Fig. 1: logic cells by family
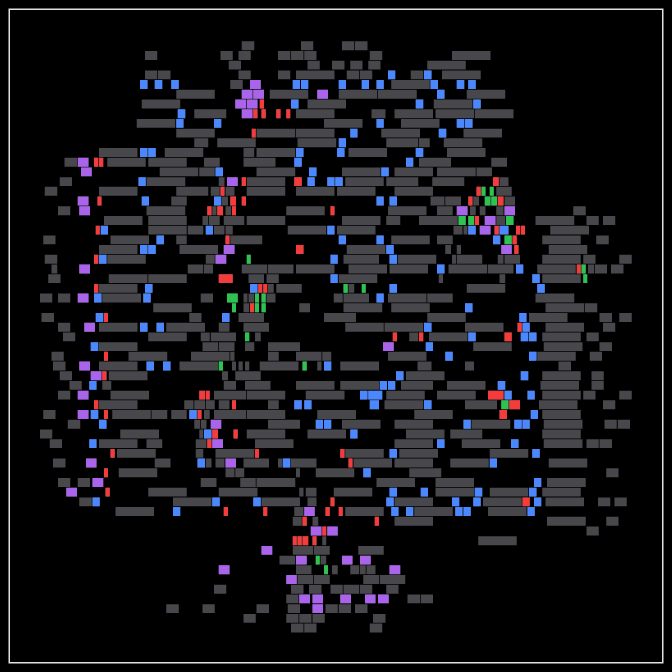
Fig. 2: congestion heat map
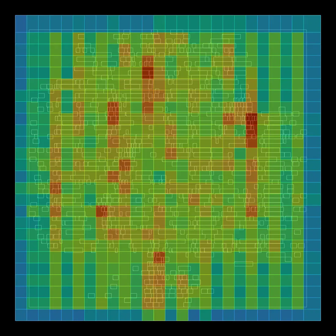
Fig. 3: placement by cell class
The bar under the picture is 50 um long.
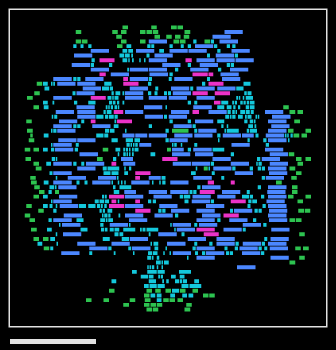
Fig. 4: clock distribution
The bar under the picture is 50 um long.
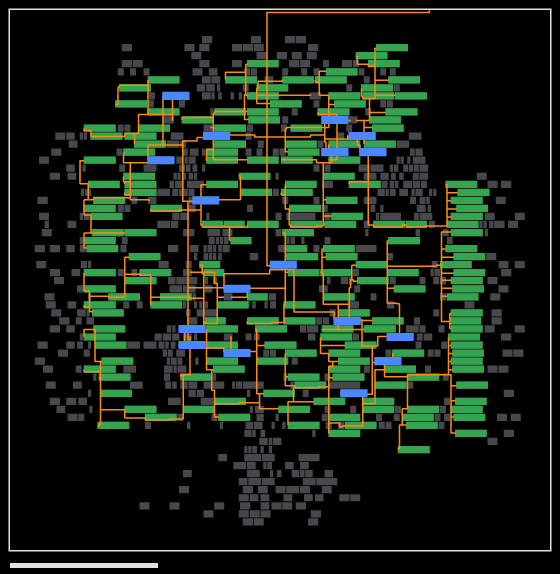
Fig. 5: sequential cells grouped by signal name
The bar under the picture is 50 um long. Other sequential cells in the stronger gray, the rest of the logic in the fainter gray.
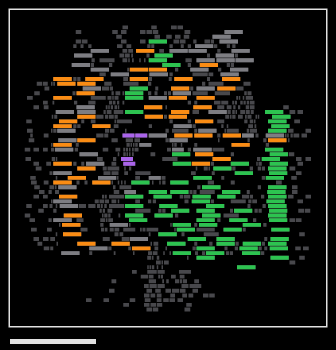
==> config.mk <==
export PLATFORM = sky130hd
export DESIGN_NAME = pipelined_addsub
export DESIGN_NICKNAME = d
export VERILOG_FILES = /design/src/rtl/pipelined_addsub.sv
export SDC_FILE = /design/constraint.sdc
export NUM_CORES = 1
export LEC_CHECK = 0
export ABC_AREA = 0
export CAP_MARGIN = 20
export CORE_MARGIN = 8
export CORE_UTILIZATION = 30
export DETAILED_ROUTE_END_ITERATION = 10
export PLACE_DENSITY = 0.48
export SYNTH_ARGS = -nofsm -noshare
export SYNTH_HDL_FRONTEND = slang
export SYNTH_SLANG_ARGS = --single-unit
==> constraint.sdc <==
create_clock -name clk -period 6.35 [get_ports clk]
set_input_delay 1.27 -clock clk [delete_from_list [all_inputs] [get_ports clk]]
set_output_delay 1.27 -clock clk [all_outputs]
set_load 0.02 [all_outputs]
==> README.md <==
| Step | Result | Value |
|:---|:---|:---|
| clock network | Maximum root-to-sink buffer count | 2 |
| worst setup path | Minimum setup slack among reg-to-reg paths | 3.59 ns |
| worst setup path | Critical path's slowest cell | sky130_fd_sc_hd__clkdlybuf4s50_1 |
| clock network | Hold buffer count at CTS | 0 |
| run status | Result of the run | finished clean |
| cells and area | Area overhead of the layout relative to synthesis | 25.0% |
| routing | Violation count after the first detailed-routing iteration | 218 |
| logic synthesis | Number of nets produced by synthesis | 719 |
| cells and area | Multi-input gate area in the final layout | 2650 um2 |
| placed design | Port-buffer cells | 106 |
| job | Max-cap violations | 0 |
| logic synthesis | Cell count listed in synth_stat.txt | 613 |
| pwr | Static leakage | 4.15 nW |
| clock network | Clock tree from TritonCTS | done |
| cells and area | Highest-count cells in the layout ignoring fill and taps | sky130_fd_sc_hd__edfxtp_1, sky130_fd_sc_hd__and2_1, sky130_fd_sc_hd__clkdlybuf4s50_1, sky130_fd_sc_hd__nor2_1, sky130_fd_sc_hd__xnor2_1 |
| pwr | Sw Share | 0.235 |
| cells and area | Total Nets Final | 823 |
| global route | All-layer global routing usage | 0.0931 |
| logic synthesis | Number of warning messages in the yosys log | 0 |
| floorplan | Die Wd | 183 um |
| clock network | Number of instances resized during post-cts repair | 0 |
| logic synthesis | Flops out of synthesis | 187 |
| sta | Post-layout min period | 4.42 ns |
| logic synthesis | Post-Syn Area per Cell | 13.6 um2 |
| routing | Post-detailed-route wirelength per cell | 13.8 um |
| placed design | HPWL reported at the end of detailed placement | 11.0 mm |
| routing | Vias post-DR | 4,647 |
| worst setup path | Kind of cell adding the most delay to the critical path | buffers and inverters |
| pwr | Reg power frac | 0.521 |
| sta | Fmax | 226 MHz |
| sta | Tcrit/Tclk final | 0.695 |
| worst setup path | Required time at the endpoint of the critical path | 5.08 ns |
| pwr | Combinational Power Share | 0.104 |
| clock network | CTS H-tree lvls | 4 |
| pwr | Cell internal power dissipation | 0.00216 W |
| cells and area | Max FFs per register | 80 |
| worst setup path | Highest net fanout along the worst path | 8 |
| placed design | Setup WS pre-CTS | 1.84 ns |
| floorplan | Floorplan Utilization | 0.303 |
| clock network | Setup fix buffers added after clock tree synthesis | 0 |
| cells and area | Number of diodes added for antenna fixing | 0 |
| worst setup path | List of cells traversed by the critical path | clkdlybuf4s50_1 -> nor2b_1 -> inv_1 -> clkdlybuf4s50_1 |
| logic synthesis | Synthesized chip area reported by yosys | 8340 um2 |
| global route | Via count of the first global-routing pass | 4,772 |
| clock network | Root buffer selected by CTS | sky130_fd_sc_hd__clkbuf_16 |
| clock network | CTS Sinks | 187 |
| pwr | Switch Pwr | 0.000662 W |
| pwr | Pwr Density | 271 nW/um2 |
| worst setup path | Logic depth of the worst register-to-register path | 5 |
| sta | Setup TNS Final | 0 ns |
| global route | First-pass GRT wire length | 24.4 mm |
| worst setup path | Number of buffers and inverters on the critical path | 3 |
| worst setup path | Critical setup path kind | input port to primary output |
| global route | Fraction of met3 tracks used by global routing | 0.0299 |
| sta | Tightest slew margin relative to the limit | 0.292 |
| worst setup path | Arrival time of data at the critical path endpoint | 3.15 ns |
| placed design | Placed Cells | 1,075 |
| logic synthesis | Synthesized instance count | 613 |
| cells and area | Ratio of cells with drive above 1 in the final layout | 0.0603 |
| logic synthesis | Synth async-reset ratio | 0 |
| job | Count of tool warnings | 27 |
| global route | Number of antenna violations at the first check in global routing | 1 |
| worst setup path | Critical path depth | 4 |
| sta | Post-route worst setup slack | 1.93 ns |
| floorplan | Die height | 183 um |
| cells and area | Number of inserted filler cells in the final layout | 2,614 |
| global route | Final global-route overflow total | 0 |
| floorplan | # IOs | 107 |
| routing | Detailed-route wire length | 15.3 mm |
| sta | Final-report hold violation count | 0 |
| hold path | Count of cells along the worst hold path | 2 |
| routing | Vias/cell | 4.19 |
| worst setup path | Largest stage delay on the critical path | 0.65 ns |
About Fig. 1:
- red: nor cells (cells 76)
- green: nand cells (cells 25; where center)
- blue: and/or cells (cells 140)
- purple: xor and xnor cells (cells 49)
most frequent logic cell in the layout: sky130_fd_sc_hd__edfxtp_1
multi-input logic portion of the cell area: 0.255
non-filler instance count after layout: 1,108

About Fig. 2:
fraction of met1 tracks used by global routing: 0.112
routing usage on met2: 0.153

About Fig. 3:
- green: remaining buffers and delay cells (cells 110; share of their area 11%)
- cyan: remaining logic cells (cells 401; share of their area 27%)
- blue: registers (cells 187; share of their area 56%)
- magenta: clock drivers and dummy loads (cells 32; share of their area 6.0%)
utilization of the core after routing: 0.378
design area: 10,400 um2
sequential portion of the cell area: 0.530
standard-cell rows: 61
placeable core region: 27,600 um2

About Fig. 4:
- green: flip-flops (count 187)
- blue: clock-net drivers (count 17)
- orange: clock wires (length 2,110 um)
- routed clock nets: 18
Layout Skew: 0.00665 ns
Clock net power: 0.00106 W
clock group share of total power: 0.375
insertion delay of the later-clocked pin in the worst-skew pair: 0.42 ns

About Fig. 5:
- purple: r_v (flops 4)
- orange: r_b (flops 49)
- green: r_s (flops 80)
- not colored: 54
FF+latch area: 5530 um2
total sequential power: 0.00147 W

[power groups by stage]
stage	logic (W)	clock network [W]	registers [W]
detailed placement	0.000300	0	0.00150
global route	0.000330	0.00113	0.00148
finish	0.000293	0.00106	0.00147
global placement	0.000297	0	0.00150
CTS	0.000302	0.00109	0.00147
floorplan	0.000170	0	0.00150
[cells in the mapped netlist, drive strengths merged (2+ instances only)]
library cell	instances	area, um2
nor4	5	37.5
nand2	17	63.8
and3	2	12.5
o31a	3	26.3
nand3	3	15.0
o21ai	12	60.1
a22oi	3	22.5
and2	132	827
nor3	7	35.0
a21oi	13	65.1
xor2	16	140
xnor2	33	289
nand4	2	12.5
fa	8	160
buf	7	37.5
inv	17	63.8
a21o	8	60.1
o21a	4	30.0
a31oi	2	12.5
edfxtp	178	5350
or3	4	25.0
ha	28	350
mux2i	2	20.0
dfxtp	9	180
a211oi	3	22.5
nand2b	3	18.8
clkbuf	18	67.6
or4	2	18.8
a311oi	2	17.5
nor2	62	235
[worst reg2reg max path: cells and delay by family, from the launching register on]
family | cells | cell delay [ns]
buf+inv | 3 | 0.91
flops | 1 | 0.38
simple gates | 2 | 1.13
[layer usage]
metal	up-vias	part of all wire
li1	2354	-
met1	2171	0.44
met2	103	0.49
met3	17	0.058
met4	2	0.015
met5	-	0.00065
[kinds of logic (layout without fill, tap and decap cells)]
family | after synthesis | after routing | synth area share
and+or+nand+nor | 241 | 241 | 0.158
DFF | 187 | 187 | 0.662
AOI/OAI and AO/OA | 56 | 56 | 0.0444
xor gates and xnor gates | 49 | 49 | 0.0515
buffers and inverters | 42 | 159 | 0.0203
adders and majority gates | 36 | 36 | 0.0612
muxes | 2 | 2 | 0.00240
[metrics by stage]
stage               area (um2)  hold WS [ns]  utilization  total power (W)
finish                   10400         0.468        0.378          0.00282
global route             10400         0.489        0.378          0.00294
CTS                      10400         0.465        0.377          0.00286
detailed placement        9800         0.454        0.356          0.00180
global placement          9800         0.442        0.356          0.00179
floorplan                 8340         0.432            -          0.00167
[area by class of cell]
cell class              instances  share of cell area
flip-flops and latches        187               0.530
multi-input cells             384               0.255
repair buffers                110               0.106
well taps                     378              0.0454
clock buffers                  17              0.0408
clock inverters                15              0.0164
inverters                      17             0.00660
No activity file was given, so power comes from the tool's default toggle rates.
